**src/rtl/riscv_cpu_pkg.sv**
```systemverilog
// Shared types for the writeback stage: write-data source select, load size
// encoding, writeback FSM state and the latched load control word.
package riscv_cpu_pkg;

    localparam int unsigned WDATA_MUX_WIDTH = 2;
    localparam int unsigned LSU_SIZE_WIDTH  = 2;

    typedef enum logic [WDATA_MUX_WIDTH-1:0] {
        WDATA_ALU = 2'd0,
        WDATA_MEM = 2'd1,
        WDATA_PC  = 2'd2,
        WDATA_CSR = 2'd3
    } wdata_mux_e;

    typedef enum logic [LSU_SIZE_WIDTH-1:0] {
        LSU_BYTE  = 2'd0,
        LSU_HALF  = 2'd1,
        LSU_WORD  = 2'd2,
        LSU_DWORD = 2'd3
    } lsu_size_e;

    typedef enum logic {
        WB_IDLE     = 1'b0,
        WB_WAIT_MEM = 1'b1
    } wb_state_e;

    // Load shape captured at accept time and held while waiting for the response.
    typedef struct packed {
        lsu_size_e size;
        logic      zero_ext;
    } lsu_ctl_t;

endpackage

```
**src/rtl/wb_unit_if.sv**
```systemverilog
// MEM-stage / memory-response / register-file bundle seen by the writeback unit.
interface wb_unit_if
    import riscv_cpu_pkg::*;
#(
    parameter int unsigned DATA_WIDTH     = 32,
    parameter int unsigned REG_ADDR_WIDTH = 5
) ();

    localparam int unsigned OFFS_WIDTH = $clog2(DATA_WIDTH / 8);

    logic                       valid_i;
    logic                       ready_o;
    logic                       reg_we_i;
    logic [REG_ADDR_WIDTH-1:0]  dest_reg_i;
    logic [WDATA_MUX_WIDTH-1:0] wdata_mux_i;
    logic [DATA_WIDTH-1:0]      alu_result_i;
    logic [DATA_WIDTH-1:0]      pc_next_i;
    logic [DATA_WIDTH-1:0]      csr_rdata_i;
    logic [LSU_SIZE_WIDTH-1:0]  lsu_size_i;
    logic                       lsu_unsigned_i;
    logic [OFFS_WIDTH-1:0]      lsu_offset_i;
    logic                       mem_rvalid_i;
    logic [DATA_WIDTH-1:0]      mem_rdata_i;
    logic                       mem_err_i;
    logic [DATA_WIDTH-1:0]      wdata_o;
    logic [REG_ADDR_WIDTH-1:0]  dest_reg_o;
    logic                       we_o;
    logic                       busy_o;
    logic                       load_err_o;

    modport master (
        output valid_i, reg_we_i, dest_reg_i, wdata_mux_i,
               alu_result_i, pc_next_i, csr_rdata_i,
               lsu_size_i, lsu_unsigned_i, lsu_offset_i,
               mem_rvalid_i, mem_rdata_i, mem_err_i,
        input  ready_o, wdata_o, dest_reg_o, we_o, busy_o, load_err_o
    );

    modport slave (
        input  valid_i, reg_we_i, dest_reg_i, wdata_mux_i,
               alu_result_i, pc_next_i, csr_rdata_i,
               lsu_size_i, lsu_unsigned_i, lsu_offset_i,
               mem_rvalid_i, mem_rdata_i, mem_err_i,
        output ready_o, wdata_o, dest_reg_o, we_o, busy_o, load_err_o
    );

endinterface

```
**src/rtl/wb_load_align.sv**
```systemverilog
// Combinational load data alignment: shift the addressed bytes down to bit 0,
// keep the requested size and sign- or zero-extend to the full data width.
module wb_load_align
    import riscv_cpu_pkg::*;
#(
    parameter int unsigned DATA_WIDTH = 32
) (
    input  logic [DATA_WIDTH-1:0]               rdata,
    input  lsu_size_e                           size,
    input  logic                                zero_ext,
    input  logic [$clog2(DATA_WIDTH / 8)-1:0]   offset,
    output logic [DATA_WIDTH-1:0]               data_c
);

    localparam int unsigned OFFS_WIDTH = $clog2(DATA_WIDTH / 8);

    logic [DATA_WIDTH-1:0] shifted;
    logic [DATA_WIDTH-1:0] mask;
    logic                  sign;
    lsu_size_e             eff_size;

    // A doubleword request on a 32-bit datapath degrades to a word.
    always_comb begin
        eff_size = size;
        if ((DATA_WIDTH == 32) && (size == LSU_DWORD)) begin
            eff_size = LSU_WORD;
        end
    end

    // Bytes shifted in from beyond the word are zero; cross-word loads are not handled.
    always_comb begin
        shifted = rdata >> {offset, 3'b000};
        mask    = '1;
        sign    = shifted[DATA_WIDTH-1];
        case (eff_size)
            LSU_BYTE: begin
                mask = DATA_WIDTH'(8'hFF);
                sign = shifted[7];
            end
            LSU_HALF: begin
                mask = DATA_WIDTH'(16'hFFFF);
                sign = shifted[15];
            end
            LSU_WORD: begin
                mask = DATA_WIDTH'(32'hFFFF_FFFF);
                sign = shifted[31];
            end
            default: begin
                mask = '1;
                sign = shifted[DATA_WIDTH-1];
            end
        endcase
        data_c = (shifted & mask) | ({DATA_WIDTH{sign & ~zero_ext}} & ~mask);
    end

    logic unused_offs;
    assign unused_offs = (OFFS_WIDTH == 0);

endmodule

```
**src/rtl/wb_unit.sv**
```systemverilog
// Writeback unit: retires ALU/PC/CSR results with one-cycle latency and waits
// for load responses. Define WB_LOAD_TIMEOUT_EN to bound the load wait.
module wb_unit
    import riscv_cpu_pkg::*;
#(
    parameter int unsigned DATA_WIDTH     = 32,
    parameter int unsigned REG_ADDR_WIDTH = 5,
    parameter int unsigned LOAD_TIMEOUT   = 16
) (
    input  logic     clk_i,
    input  logic     rst_ni,
    wb_unit_if.slave bus
);

    localparam int unsigned OFFS_WIDTH = $clog2(DATA_WIDTH / 8);

    if (!((DATA_WIDTH == 32) || (DATA_WIDTH == 64)) || (LOAD_TIMEOUT < 1)) begin : g_param_check
        $error("wb_unit: DATA_WIDTH must be 32 or 64 and LOAD_TIMEOUT at least 1");
    end

    wb_state_e                 state;
    logic                      ready_q;
    logic                      busy_q;
    logic                      we_q;
    logic                      load_err_q;
    logic [DATA_WIDTH-1:0]     wdata_q;
    logic [REG_ADDR_WIDTH-1:0] dest_q;

    logic [REG_ADDR_WIDTH-1:0] ld_dest;
    logic                      ld_we;
    lsu_ctl_t                  ld_ctl;
    logic [OFFS_WIDTH-1:0]     ld_offset;

    logic                      accept_c;
    logic                      is_load_c;
    logic [DATA_WIDTH-1:0]     sel_data_c;
    logic [DATA_WIDTH-1:0]     aligned_c;

    assign accept_c  = bus.valid_i && ready_q;
    assign is_load_c = (wdata_mux_e'(bus.wdata_mux_i) == WDATA_MEM);

    // Non-load write data source.
    always_comb begin
        sel_data_c = bus.alu_result_i;
        case (wdata_mux_e'(bus.wdata_mux_i))
            WDATA_PC:  sel_data_c = bus.pc_next_i;
            WDATA_CSR: sel_data_c = bus.csr_rdata_i;
            default:   sel_data_c = bus.alu_result_i;
        endcase
    end

    wb_load_align #(
        .DATA_WIDTH (DATA_WIDTH)
    ) u_align (
        .rdata    (bus.mem_rdata_i),
        .size     (ld_ctl.size),
        .zero_ext (ld_ctl.zero_ext),
        .offset   (ld_offset),
        .data_c   (aligned_c)
    );

`ifdef WB_LOAD_TIMEOUT_EN
    localparam int unsigned TMO_W = $clog2(LOAD_TIMEOUT + 1);
    logic [TMO_W-1:0] tmo_cnt;
    logic             expire_c;
    // Expiry is the last WAIT_MEM cycle of the budget; a response in it still wins.
    assign expire_c = (tmo_cnt == TMO_W'(LOAD_TIMEOUT - 1));
`endif

    always_ff @(posedge clk_i or negedge rst_ni) begin
        if (!rst_ni) begin
            state      <= WB_IDLE;
            ready_q    <= 1'b1;
            busy_q     <= 1'b0;
            we_q       <= 1'b0;
            load_err_q <= 1'b0;
            wdata_q    <= '0;
            dest_q     <= '0;
            ld_dest    <= '0;
            ld_we      <= 1'b0;
            ld_ctl     <= '0;
            ld_offset  <= '0;
`ifdef WB_LOAD_TIMEOUT_EN
            tmo_cnt    <= '0;
`endif
        end else begin
            we_q       <= 1'b0;
            load_err_q <= 1'b0;
            case (state)
                WB_IDLE: begin
                    if (accept_c && is_load_c) begin
                        state     <= WB_WAIT_MEM;
                        ready_q   <= 1'b0;
                        busy_q    <= 1'b1;
                        ld_dest   <= bus.dest_reg_i;
                        ld_we     <= bus.reg_we_i;
                        ld_ctl    <= '{size: lsu_size_e'(bus.lsu_size_i), zero_ext: bus.lsu_unsigned_i};
                        ld_offset <= bus.lsu_offset_i;
`ifdef WB_LOAD_TIMEOUT_EN
                        tmo_cnt   <= '0;
`endif
                    end else if (accept_c && bus.reg_we_i && (bus.dest_reg_i != '0)) begin
                        we_q    <= 1'b1;
                        wdata_q <= sel_data_c;
                        dest_q  <= bus.dest_reg_i;
                    end
                end
                WB_WAIT_MEM: begin
                    if (bus.mem_rvalid_i) begin
                        state   <= WB_IDLE;
                        ready_q <= 1'b1;
                        busy_q  <= 1'b0;
                        if (bus.mem_err_i) begin
                            load_err_q <= 1'b1;
                        end else if (ld_we && (ld_dest != '0)) begin
                            we_q    <= 1'b1;
                            wdata_q <= aligned_c;
                            dest_q  <= ld_dest;
                        end
`ifdef WB_LOAD_TIMEOUT_EN
                    end else if (expire_c) begin
                        state      <= WB_IDLE;
                        ready_q    <= 1'b1;
                        busy_q     <= 1'b0;
                        load_err_q <= 1'b1;
                    end else begin
                        tmo_cnt <= tmo_cnt + TMO_W'(1);
`endif
                    end
                end
                default: begin
                    state   <= WB_IDLE;
                    ready_q <= 1'b1;
                    busy_q  <= 1'b0;
                end
            endcase
        end
    end

    assign bus.ready_o    = ready_q;
    assign bus.busy_o     = busy_q;
    assign bus.we_o       = we_q;
    assign bus.load_err_o = load_err_q;
    assign bus.wdata_o    = wdata_q;
    assign bus.dest_reg_o = dest_q;

endmodule

```
**src/flat_wrapper.sv**
```systemverilog
// flat-port wrapper written by rule: the top's interface ports become plain ports
module wb_unit_flat import riscv_cpu_pkg::*;
#(
    parameter int unsigned DATA_WIDTH     = 32,
    parameter int unsigned REG_ADDR_WIDTH = 5,
    parameter int unsigned LOAD_TIMEOUT   = 16
)
  (clk_i, rst_ni, bus_valid_i, bus_reg_we_i, bus_dest_reg_i, bus_wdata_mux_i, bus_alu_result_i, bus_pc_next_i, bus_csr_rdata_i, bus_lsu_size_i, bus_lsu_unsigned_i, bus_lsu_offset_i, bus_mem_rvalid_i, bus_mem_rdata_i, bus_mem_err_i, bus_ready_o, bus_wdata_o, bus_dest_reg_o, bus_we_o, bus_busy_o, bus_load_err_o);
  wb_unit_if #(.DATA_WIDTH(DATA_WIDTH), .REG_ADDR_WIDTH(REG_ADDR_WIDTH)) bus_i ();
  input  logic clk_i;
  input  logic rst_ni;
  input wire logic [$bits(bus_i.valid_i)-1:0] bus_valid_i;
  input wire logic [$bits(bus_i.reg_we_i)-1:0] bus_reg_we_i;
  input wire logic [$bits(bus_i.dest_reg_i)-1:0] bus_dest_reg_i;
  input wire logic [$bits(bus_i.wdata_mux_i)-1:0] bus_wdata_mux_i;
  input wire logic [$bits(bus_i.alu_result_i)-1:0] bus_alu_result_i;
  input wire logic [$bits(bus_i.pc_next_i)-1:0] bus_pc_next_i;
  input wire logic [$bits(bus_i.csr_rdata_i)-1:0] bus_csr_rdata_i;
  input wire logic [$bits(bus_i.lsu_size_i)-1:0] bus_lsu_size_i;
  input wire logic [$bits(bus_i.lsu_unsigned_i)-1:0] bus_lsu_unsigned_i;
  input wire logic [$bits(bus_i.lsu_offset_i)-1:0] bus_lsu_offset_i;
  input wire logic [$bits(bus_i.mem_rvalid_i)-1:0] bus_mem_rvalid_i;
  input wire logic [$bits(bus_i.mem_rdata_i)-1:0] bus_mem_rdata_i;
  input wire logic [$bits(bus_i.mem_err_i)-1:0] bus_mem_err_i;
  output wire logic [$bits(bus_i.ready_o)-1:0] bus_ready_o;
  output wire logic [$bits(bus_i.wdata_o)-1:0] bus_wdata_o;
  output wire logic [$bits(bus_i.dest_reg_o)-1:0] bus_dest_reg_o;
  output wire logic [$bits(bus_i.we_o)-1:0] bus_we_o;
  output wire logic [$bits(bus_i.busy_o)-1:0] bus_busy_o;
  output wire logic [$bits(bus_i.load_err_o)-1:0] bus_load_err_o;
  assign bus_i.valid_i = bus_valid_i;
  assign bus_i.reg_we_i = bus_reg_we_i;
  assign bus_i.dest_reg_i = bus_dest_reg_i;
  assign bus_i.wdata_mux_i = bus_wdata_mux_i;
  assign bus_i.alu_result_i = bus_alu_result_i;
  assign bus_i.pc_next_i = bus_pc_next_i;
  assign bus_i.csr_rdata_i = bus_csr_rdata_i;
  assign bus_i.lsu_size_i = bus_lsu_size_i;
  assign bus_i.lsu_unsigned_i = bus_lsu_unsigned_i;
  assign bus_i.lsu_offset_i = bus_lsu_offset_i;
  assign bus_i.mem_rvalid_i = bus_mem_rvalid_i;
  assign bus_i.mem_rdata_i = bus_mem_rdata_i;
  assign bus_i.mem_err_i = bus_mem_err_i;
  assign bus_ready_o = bus_i.ready_o;
  assign bus_wdata_o = bus_i.wdata_o;
  assign bus_dest_reg_o = bus_i.dest_reg_o;
  assign bus_we_o = bus_i.we_o;
  assign bus_busy_o = bus_i.busy_o;
  assign bus_load_err_o = bus_i.load_err_o;
  wb_unit #(.DATA_WIDTH(DATA_WIDTH), .REG_ADDR_WIDTH(REG_ADDR_WIDTH), .LOAD_TIMEOUT(LOAD_TIMEOUT)) u_core (.clk_i(clk_i), .rst_ni(rst_ni), .bus(bus_i));
endmodule
```
**config.mk**
```make
export PLATFORM = sky130hd
export DESIGN_NAME = wb_unit_flat
export DESIGN_NICKNAME = d
export VERILOG_FILES = /design/src/rtl/riscv_cpu_pkg.sv /design/src/rtl/wb_unit_if.sv /design/src/rtl/wb_load_align.sv /design/src/rtl/wb_unit.sv /design/src/flat_wrapper.sv
export SDC_FILE = /design/constraint.sdc
export NUM_CORES = 1
export LEC_CHECK = 0
export ABC_AREA = 1
export CAP_MARGIN = 15
export CORE_AREA = 2 2 98 100
export CTS_CLUSTER_DIAMETER = 100
export DETAILED_ROUTE_END_ITERATION = 16
export DIE_AREA = 0 0 100 102
export GPL_TIMING_DRIVEN = 0
export PLACE_DENSITY = 0.79
export SYNTH_ARGS = -nofsm -noshare
export SYNTH_HDL_FRONTEND = slang
export SYNTH_SLANG_ARGS = --single-unit
```
**constraint.sdc**
```tcl
create_clock -name clk_i -period 1.8 [get_ports clk_i]
set_input_delay 0.36 -clock clk_i [delete_from_list [all_inputs] [get_ports clk_i]]
set_output_delay 0.36 -clock clk_i [all_outputs]
set_load 0.05 [all_outputs]
```
**Run 1: met1 routing**

Drawn at 4 px/um. Supply wires on this layer in gray.
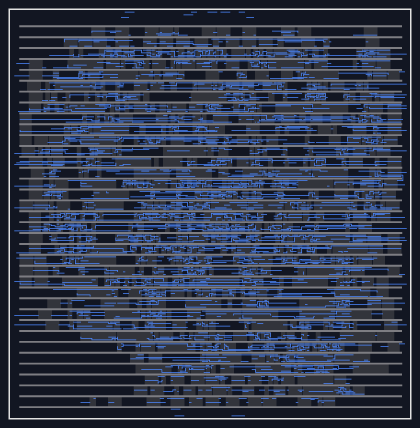
share of all routed wire: 41%
longest straight run: 30.8 um
wire length on this layer: 5820 um
main direction: horizontal

**Run 1: M2 wires**

Drawn at 4 px/um.
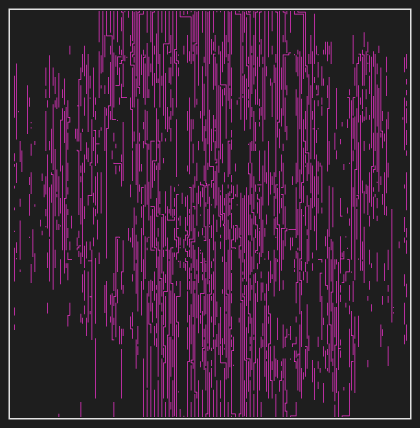
main direction: vertical
wire length on this layer: 7110 um
nets with wire on the layer: 758
share of all routed wire: 50%

**Run 1: M3 wires**

Drawn at 6 px/um.
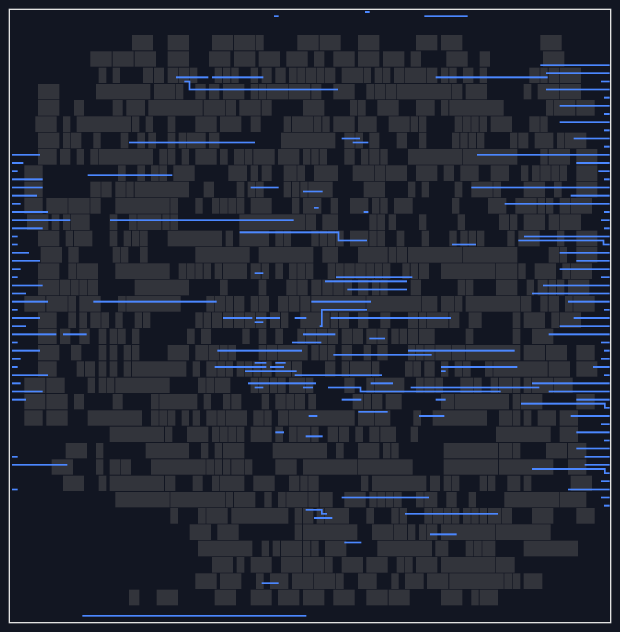
share of all routed wire: 7.1%
nets with wire on the layer: 137
main direction: horizontal

==> qor.csv, run 1 <==
stage,metric,value,unit
route,post-route ant nets,0,
floorplan,Die ar.,0.0102,mm^2
route,Residual DRC,0,
synthesis,aoi share,18.2,%
synthesis,"Chip Area, Yosys",0.00365,mm^2
synthesis,Synth Warn #,0,
final_layout,Register Area,0.00133,mm^2
floorplan,IO Count,187,
placed_design,port bufs,186,
clocking,Setup Buffers After CTS,0,
sta,final setup fails,0,
final_layout,Post-Layout Cell Count,887,
sta,final count of pins violating max slew,0,
setup_path,worst setup path endpoint,bus_ready_o,
power_and_ir_drop,Power Sequential,0.00209,W
final_layout,post-layout util,63.3,%
final_layout,Biggest Area Class,buffers,
synthesis,cell type with the largest total area,dfrtp_1,
final_layout,# fillers,842,
final_layout,Inverters,33,
sta,relative slew slack,56.7,%
route,DR iter-0 viols,363,
clocking,Sink Count,53,
setup_path,Worst R2R Path Depth,12,
power_and_ir_drop,internal power,0.00410,W
clocking,Clock Tree Buf Depth,2,
outcome,status,completed,
clocking,Clk Tree Root Cell,clkbuf_8,
synthesis,"FFs w/ async S/R, synth",100,%
sta,Final WS setup,50.3,ps
final_layout,Signal buf overhead,35.3,%
power_and_ir_drop,Psw,0.00468,W
synthesis,Yosys Instances,581,
power_and_ir_drop,Clk. pwr,0.000986,W
synthesis,Netlist Area Pre-Place,0.00365,mm^2
sta,final setup TNS,0,ps
final_layout,Comb area share,34.7,%
power_and_ir_drop,PD cells,1520,mW/mm^2
final_layout,clock-cell share of area,2.39,%
placed_design,Placer Congestion,0.985,
route,final WL,14.2,mm
clocking,"Clk Latency, worst-skew pair",320,ps
floorplan,TAP cells,111,
floorplan,die height,102,um
power_and_ir_drop,Final Power,0.00878,W
floorplan,Core Region,0.00911,mm^2
worst_hold_path,hold crit path type,input pin to async pin,
flow_run,OpenROAD warnings,27,
placed_design,Placed Cells,879,
setup_path,CP Launch Point,u_core.bus.ready_o,
clocking,CTS tree,done,
sta,Worst-Margin Slew,649,ps
setup_path,CP Depth,1,
clocking,hold_buf cts,0,
global_routing,total global routing overflow,0,
setup_path,Worst path max stage delay,570,ps
placed_design,Placed Area,0.00566,mm^2
sta,Final Cycle Share,97.2,%
power_and_ir_drop,leak pwr,2.81,nW
placed_design,hpwl dp,11.6,mm
synthesis,simple share,36.5,%
synthesis,register share after synthesis,36.4,%
power_and_ir_drop,Seq pwr share,23.8,%
floorplan,initial core utilization,40.0,%
synthesis,Synth logic family,simple AND/OR/NAND/NOR gates,
synthesis,"Avg Cell Area, Syn",6.28,um^2
final_layout,post-route cell area,0.00577,mm^2
setup_path,crit end category,output pin,
synthesis,most common cell in the netlist,nand2_1,
global_routing,met3 GRT Util,4.31,%
clocking,htree depth,2,
route,DR vias,4624,
power_and_ir_drop,Max VDD drop,0.785,mV
power_and_ir_drop,Clock power frac,11.2,%
setup_path,"Worst Path Class, Setup",register to output pin,
clocking,"Gates resized, CTS repair",42,
synthesis,adder share,0,%
final_layout,most frequent cells in the layout,"nand2_1, clkdlybuf4s50_1, a21oi_1",
power_and_ir_drop,top power group,combinational cells,
final_layout,combinational gates,459,
synthesis,Cell area leaders,"dfrtp_1, nand2_1, a21oi_1, nor2_1, o21ai_0",
final_layout,dominant logic cell type in the layout,nand2_1,
final_layout,Final nets,921,
final_layout,clkbuf count,5,
sta,post-route minimum period,1750,ps
route,length of the first detailed-routing pass in iterations,5,
final_layout,Comb gate area,0.00200,mm^2
setup_path,R2R setup slack,170,ps
setup_path,Critical R2R Launch,u_core.ld_offset[0],
sta,FMAX,572,MHz
global_routing,initial antenna violation count,0,
synthesis,Synth top cells by count,"nand2_1, a21oi_1, nor2_1",
synthesis,Post-Syn Nets,727,
final_layout,sequential cell area share,23.0,%
setup_path,CP top delay family,flip-flops,
synthesis,Unique cell types,22,
setup_path,CP Data Required Time,1440,ps
global_routing,All-Layer GR Usage,28.3,%
setup_path,"critical path fanouts, max",4,
floorplan,row count,35,
power_and_ir_drop,Logic pwr share,65.0,%
global_routing,met1 GRT Util,35.2,%
sta,RSZ-0062 raised after global routing,true,
**Run 1: the metal 4 layer**

Drawn at 4 px/um. Supply wires on this layer in gray.
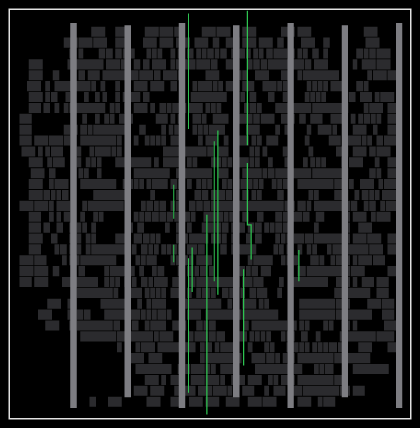

==> run 2: changes to the inputs <==
--- a/config.mk
+++ b/config.mk
@@ -11,8 +11,7 @@
 export CTS_CLUSTER_DIAMETER = 100
 export DETAILED_ROUTE_END_ITERATION = 16
 export DIE_AREA = 0 0 100 102
-export GPL_TIMING_DRIVEN = 0
-export PLACE_DENSITY = 0.79
+export PLACE_DENSITY = 0.87
 export SYNTH_ARGS = -nofsm -noshare
 export SYNTH_HDL_FRONTEND = slang
 export SYNTH_SLANG_ARGS = --single-unit
**Run 2: the metal 4 layer**

Drawn at 4 px/um. Supply wires on this layer in gray.
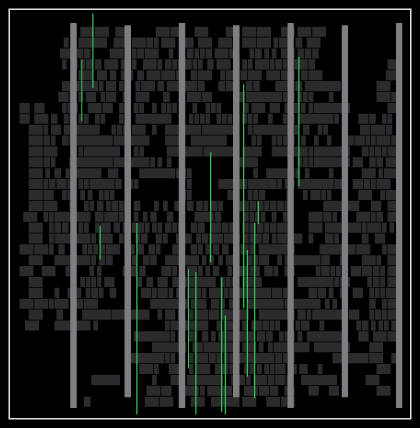
main direction: vertical
nets with wire on the layer: 13
share of all routed wire: 3.1%
longest straight run: 55.8 um

==> run 2 against run 1 <==
Against the previous run: worst hold slack got worse by 43 ps; first-iteration DRC count decreased by 0.55%; worst setup slack improved by 130 ps; die area unchanged; global-route usage decreased by 3.4 points; non-clock buffer count decreased by 14; cell count decreased by 1.6%.
==> qor.csv, run 2 <==
stage,metric,value,unit,change
synthesis,aoi share,18.2,%,unchanged
setup_path,Worst R2R Path Depth,7,,was 12
sta,relative slew slack,72.8,%,was 56.7%
worst_hold_path,hold crit path type,input pin to async pin,,unchanged
synthesis,simple share,36.5,%,unchanged
sta,RSZ-0062 raised after global routing,false,,was true
sta,Worst-Margin Slew,406,ps,was 649 ps
clocking,"Clk Latency, worst-skew pair",310,ps,was 320 ps
clocking,CTS tree,done,,unchanged
synthesis,"Avg Cell Area, Syn",6.28,um^2,unchanged
sta,final setup fails,0,,unchanged
setup_path,CP Depth,7,,was 1
placed_design,Placer Congestion,0.979,,was 0.985
synthesis,"Chip Area, Yosys",0.00365,mm^2,unchanged
route,DR iter-0 viols,361,,was 363
placed_design,port bufs,186,,unchanged
sta,final setup TNS,0,ps,unchanged
synthesis,Synth logic family,simple AND/OR/NAND/NOR gates,,unchanged
power_and_ir_drop,PD cells,1530,mW/mm^2,was 1520 mW/mm^2
clocking,Sink Count,53,,unchanged
floorplan,Core Region,0.00911,mm^2,unchanged
power_and_ir_drop,Clk. pwr,0.000841,W,was 0.000986 W
final_layout,most frequent cells in the layout,"nand2_1, clkdlybuf4s50_1, a21oi_1",,unchanged
setup_path,crit end category,register,,was output pin
route,Residual DRC,0,,unchanged
clocking,"Gates resized, CTS repair",0,,was 42
clocking,Clock Tree Buf Depth,2,,unchanged
final_layout,dominant logic cell type in the layout,nand2_1,,unchanged
final_layout,# fillers,835,,was 842
outcome,status,completed,,unchanged
synthesis,register share after synthesis,36.4,%,unchanged
power_and_ir_drop,Final Power,0.00876,W,was 0.00878 W
synthesis,Post-Syn Nets,727,,unchanged
route,final WL,13.2,mm,was 14.2 mm
power_and_ir_drop,Psw,0.00461,W,was 0.00468 W
synthesis,most common cell in the netlist,nand2_1,,unchanged
final_layout,Comb gate area,0.00200,mm^2,about the same
clocking,Clk Tree Root Cell,clkbuf_8,,unchanged
final_layout,clkbuf count,7,,was 5
power_and_ir_drop,leak pwr,2.75,nW,was 2.81 nW
synthesis,Yosys Instances,581,,unchanged
global_routing,total global routing overflow,0,,unchanged
clocking,Setup Buffers After CTS,0,,unchanged
final_layout,sequential cell area share,23.3,%,was 23.0%
power_and_ir_drop,top power group,combinational cells,,unchanged
clocking,htree depth,2,,unchanged
clocking,hold_buf cts,0,,unchanged
power_and_ir_drop,Seq pwr share,24.9,%,was 23.8%
flow_run,OpenROAD warnings,26,,was 27
floorplan,TAP cells,111,,unchanged
setup_path,Critical R2R Launch,u_core.bus.ready_o,,was u_core.ld_offset[0]
power_and_ir_drop,Max VDD drop,1.03,mV,was 0.785 mV
final_layout,combinational gates,459,,unchanged
synthesis,Synth top cells by count,"nand2_1, a21oi_1, nor2_1",,unchanged
final_layout,Final nets,907,,was 921
route,DR vias,4539,,was 4624
final_layout,post-route cell area,0.00572,mm^2,was 0.00577 mm^2
sta,FMAX,617,MHz,was 572 MHz
placed_design,Placed Cells,865,,was 879
synthesis,adder share,0,%,unchanged
synthesis,Unique cell types,22,,unchanged
floorplan,row count,35,,unchanged
**Run 2: M3 wires**

Drawn at 6 px/um.
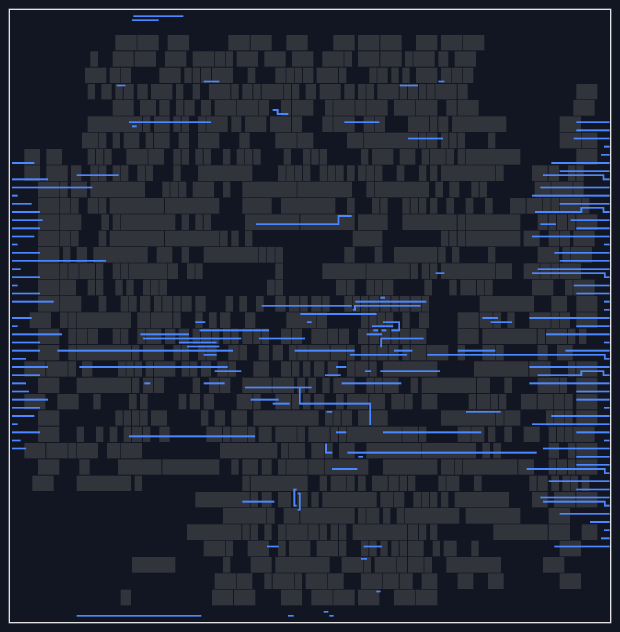

==> run 3: changes to the inputs <==
--- a/config.mk
+++ b/config.mk
@@ -7,11 +7,13 @@
 export LEC_CHECK = 0
 export ABC_AREA = 1
 export CAP_MARGIN = 15
-export CORE_AREA = 2 2 98 100
+export CORE_AREA = 2 2 102 104
 export CTS_CLUSTER_DIAMETER = 100
 export DETAILED_ROUTE_END_ITERATION = 16
-export DIE_AREA = 0 0 100 102
-export PLACE_DENSITY = 0.87
+export DIE_AREA = 0 0 104 106
+export GPL_ROUTABILITY_DRIVEN = 0
+export PLACE_DENSITY = 0.86
 export SYNTH_ARGS = -nofsm -noshare
 export SYNTH_HDL_FRONTEND = slang
+export SYNTH_HIERARCHICAL = 1
 export SYNTH_SLANG_ARGS = --single-unit
**Run 3: M3 wires**

Drawn at 6 px/um.
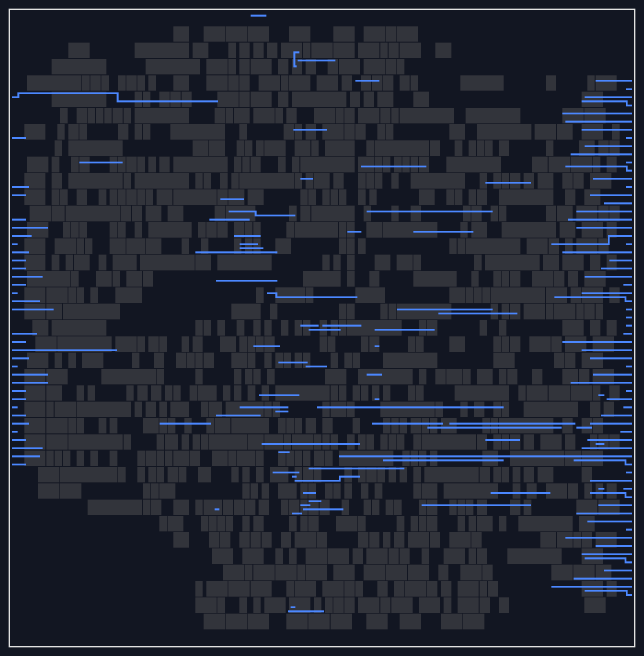
wire length on this layer: 1040 um
main direction: horizontal
nets with wire on the layer: 144
share of all routed wire: 7.3%

==> run 3 against run 2 <==
Against the previous run: routed wire length up 8.1%; cell area increased by 7.8%; cell count rose by 13%; critical endpoint is now u_core/bus.wdata_o[23]; utilization is 1.2 points lower; register-to-register slack about the same; worst hold slack got worse by 4.2 ps; synthesized area is 11% higher; via count grew 10%; critical path type is now input pin to register; count of clock-buffer cells in the layout did not move.
==> qor.csv, run 3 <==
stage,metric,value,unit,change
outcome,status,completed,,unchanged
setup_path,crit start category,input pin,,was register
global_routing,total global routing overflow,0,,unchanged
power_and_ir_drop,combinational gate power,0.00586,W,was 0.00574 W
final_layout,combinational gates,531,,was 459
floorplan,die height,106,um,was 102 um
final_layout,max reg flops,32,,unchanged
synthesis,most common cell in the netlist,nand2_1,,unchanged
final_layout,Final nets,998,,was 907
setup_path,CP top delay family,simple AND/OR/NAND/NOR gates,,was flip-flops
route,post-route ant nets,0,,unchanged
final_layout,Comb area share,37.9,%,was 34.9%
final_layout,most frequent cells in the layout,"nand2_1, clkdlybuf4s50_1, nand3_1",,"was nand2_1, clkdlybuf4s50_1, a21oi_1"
final_layout,sequential cell area share,21.6,%,was 23.3%
clocking,Clock Tree Buf Depth,2,,unchanged
synthesis,"FFs w/ async S/R, synth",100,%,unchanged
placed_design,port bufs,186,,unchanged
global_routing,met1 GRT Util,32.5,%,was 30.1%
sta,final setup TNS,0,ps,unchanged
placed_design,hpwl dp,11.0,mm,was 10.4 mm
clocking,"Clk Latency, worst-skew pair",310,ps,about the same
final_layout,dominant logic cell type in the layout,nand2_1,,unchanged
synthesis,Synth top cells by count,"nand2_1, nand3_1, dfrtp_1",,"was nand2_1, a21oi_1, nor2_1"
synthesis,"Chip Area, Yosys",0.00405,mm^2,was 0.00365 mm^2
setup_path,worst-path cell chain,clkdlybuf4s50_1 > inv_1 > nor2_2 > nand2_1 > nand2_1 > nand2_1 > nand3_4 > nand3_4 > nand2_1 > nand2_1 > nand2_1 > nand2_1 > nand2_1,,was nand3_1 > nor2_1 > nand3_1 > nand2_2 > buf_4 > nor2_1 > a31oi_1
synthesis,Synth Warn #,6,,was 0
global_routing,initial antenna violation count,0,,unchanged
final_layout,post-layout util,61.6,%,was 62.8%
synthesis,Syn Inst Count,673,,was 581
global_routing,first-pass GRT wire length,22.9,mm,was 20.2 mm
sta,Final Hold Viols,0,,unchanged
setup_path,CP max stage cell,clkdlybuf4s50_1,,was dfstp_2
final_layout,Inverters,42,,was 33
sta,Worst-Margin Slew,520,ps,was 406 ps
setup_path,CP Depth,13,,was 7
final_layout,Biggest Area Class,combinational gates,,was buffers
floorplan,Core Region,0.0100,mm^2,was 0.00911 mm^2
final_layout,Signal buffers,219,,was 209
sta,RSZ-0062 raised after global routing,false,,unchanged
synthesis,Cell area leaders,"dfrtp_1, nand2_1, nand3_1, inv_1, o21ai_0",,"was dfrtp_1, nand2_1, a21oi_1, nor2_1, o21ai_0"
placed_design,Placed Cells,980,,was 865
clocking,CTS tree,done,,unchanged
flow_run,OpenROAD warnings,26,,unchanged
setup_path,R2R setup slack,170,ps,was 180 ps
floorplan,initial core utilization,40.5,%,was 40.0%
power_and_ir_drop,Max VDD drop,0.682,mV,was 1.03 mV
setup_path,"critical path fanouts, max",8,,was 27
power_and_ir_drop,top power group,combinational cells,,unchanged
final_layout,Post-Layout Cell Count,989,,was 873
placed_design,Placed Area,0.00604,mm^2,was 0.00560 mm^2
route,final WL,14.2,mm,was 13.2 mm
synthesis,Synth logic family,simple AND/OR/NAND/NOR gates,,unchanged
synthesis,xor/xnor share of the synthesized area,0,%,unchanged
route,Routed WL per cell,14.4,um,was 15.1 um
sta,Final Cycle Share,91.2,%,was 90.0%
final_layout,clock-cell share of area,1.36,%,was 2.03%
setup_path,worst setup path endpoint,u_core/bus.wdata_o[23],,was u_core.bus.dest_reg_o[3]
floorplan,TAP cells,136,,was 111
setup_path,WP buf/inv,2,,was 1
global_routing,number of global-route vias before repair,4751,,was 4332
route,Top Layer Used,met4,,unchanged
clocking,"Gates resized, CTS repair",0,,unchanged
synthesis,adder share,0,%,unchanged
synthesis,Unique cell types,22,,unchanged
sta,Min Hold Slack,8.97,ps,was 13.1 ps
synthesis,mux share,0,%,unchanged
power_and_ir_drop,PD cells,1400,mW/mm^2,was 1530 mW/mm^2
power_and_ir_drop,switch share,53.6,%,was 52.6%
power_and_ir_drop,Logic pwr share,67.8,%,was 65.5%
setup_path,Worst R2R Path Depth,10,,was 7
clocking,htree depth,2,,unchanged
clocking,clk slew on worst S/H paths,100,ps,about the same
sta,final setup fails,0,,unchanged
setup_path,CP Launch Point,bus_mem_rdata_i[31],,was u_core.bus.ready_o
clocking,Clk Tree Root Cell,clkbuf_8,,unchanged
worst_hold_path,hold crit path type,input pin to async pin,,unchanged
synthesis,register share after synthesis,32.8,%,was 36.4%
global_routing,met3 GRT Util,4.84,%,was 4.31%
sta,FMAX,609,MHz,was 617 MHz
sta,final count of pins violating max slew,0,,unchanged
synthesis,Netlist Area Pre-Place,0.00405,mm^2,was 0.00365 mm^2
clocking,Setup Buffers After CTS,0,,unchanged
setup_path,CP Data Required Time,2060,ps,was 2020 ps
power_and_ir_drop,Final Power,0.00864,W,was 0.00876 W
power_and_ir_drop,Clk. pwr,0.000679,W,was 0.000841 W
final_layout,clkbuf count,7,,unchanged
clocking,Sink Count,53,,unchanged
synthesis,Yosys Instances,673,,was 581
global_routing,pin count of the biggest net entering global routing,65,,was 54
synthesis,aoi share,6.33,%,was 18.2%
route,DRT met1 WL,6.15,mm,was 5.20 mm
setup_path,Worst path max stage delay,490,ps,was 600 ps
synthesis,"Avg Cell Area, Syn",6.02,um^2,was 6.28 um^2
final_layout,Register Area,0.00133,mm^2,about the same
final_layout,Signal buf overhead,33.8,%,was 35.2%
setup_path,Critical R2R Launch,u_core/ld_offset[1],,was u_core.bus.ready_o
power_and_ir_drop,internal power,0.00401,W,was 0.00415 W
power_and_ir_drop,Seq pwr share,24.3,%,was 24.9%
power_and_ir_drop,leak pwr,3.22,nW,was 2.75 nW
route,vias per cell,5.07,,was 5.20
floorplan,row count,37,,was 35
power_and_ir_drop,Power Sequential,0.00210,W,was 0.00218 W
synthesis,top_reg_cell synth,dfrtp_1,,unchanged
route,DR vias,5011,,was 4539
synthesis,simple share,50.3,%,was 36.5%
floorplan,die width,104,um,was 100 um
route,wire length on met2,6.88,mm,was 6.54 mm
sta,relative slew slack,65.4,%,was 72.8%
setup_path,"Worst Path Class, Setup",input pin to register,,was register to register
setup_path,crit end category,register,,unchanged
power_and_ir_drop,Psw,0.00463,W,was 0.00461 W
sta,post-route minimum period,1640,ps,was 1620 ps
power_and_ir_drop,Clock power frac,7.9,%,was 9.6%
final_layout,seq_cells,53,,unchanged
final_layout,post-route cell area,0.00616,mm^2,was 0.00572 mm^2
final_layout,Comb gate area,0.00233,mm^2,was 0.00200 mm^2
floorplan,Die ar.,0.0110,mm^2,was 0.0102 mm^2
route,Residual DRC,0,,unchanged
setup_path,critical path arrival,1900,ps,was 1840 ps
route,DR WL met3,1.04,mm,was 1.03 mm
final_layout,# fillers,941,,was 835
flow_run,max_cap viols,0,,unchanged
synthesis,cell type with the largest total area,dfrtp_1,,unchanged
route,length of the first detailed-routing pass in iterations,5,,unchanged
floorplan,IO Count,187,,unchanged
global_routing,All-Layer GR Usage,25.5,%,was 24.9%
route,DR iter-0 viols,405,,was 361
clocking,hold_buf cts,0,,unchanged
sta,Setup Skew,9.24,ps,was 6.70 ps
synthesis,Post-Syn Nets,819,,was 727
sta,Final WS setup,158,ps,was 180 ps
No activity file was given, so power comes from the tool's default toggle rates.
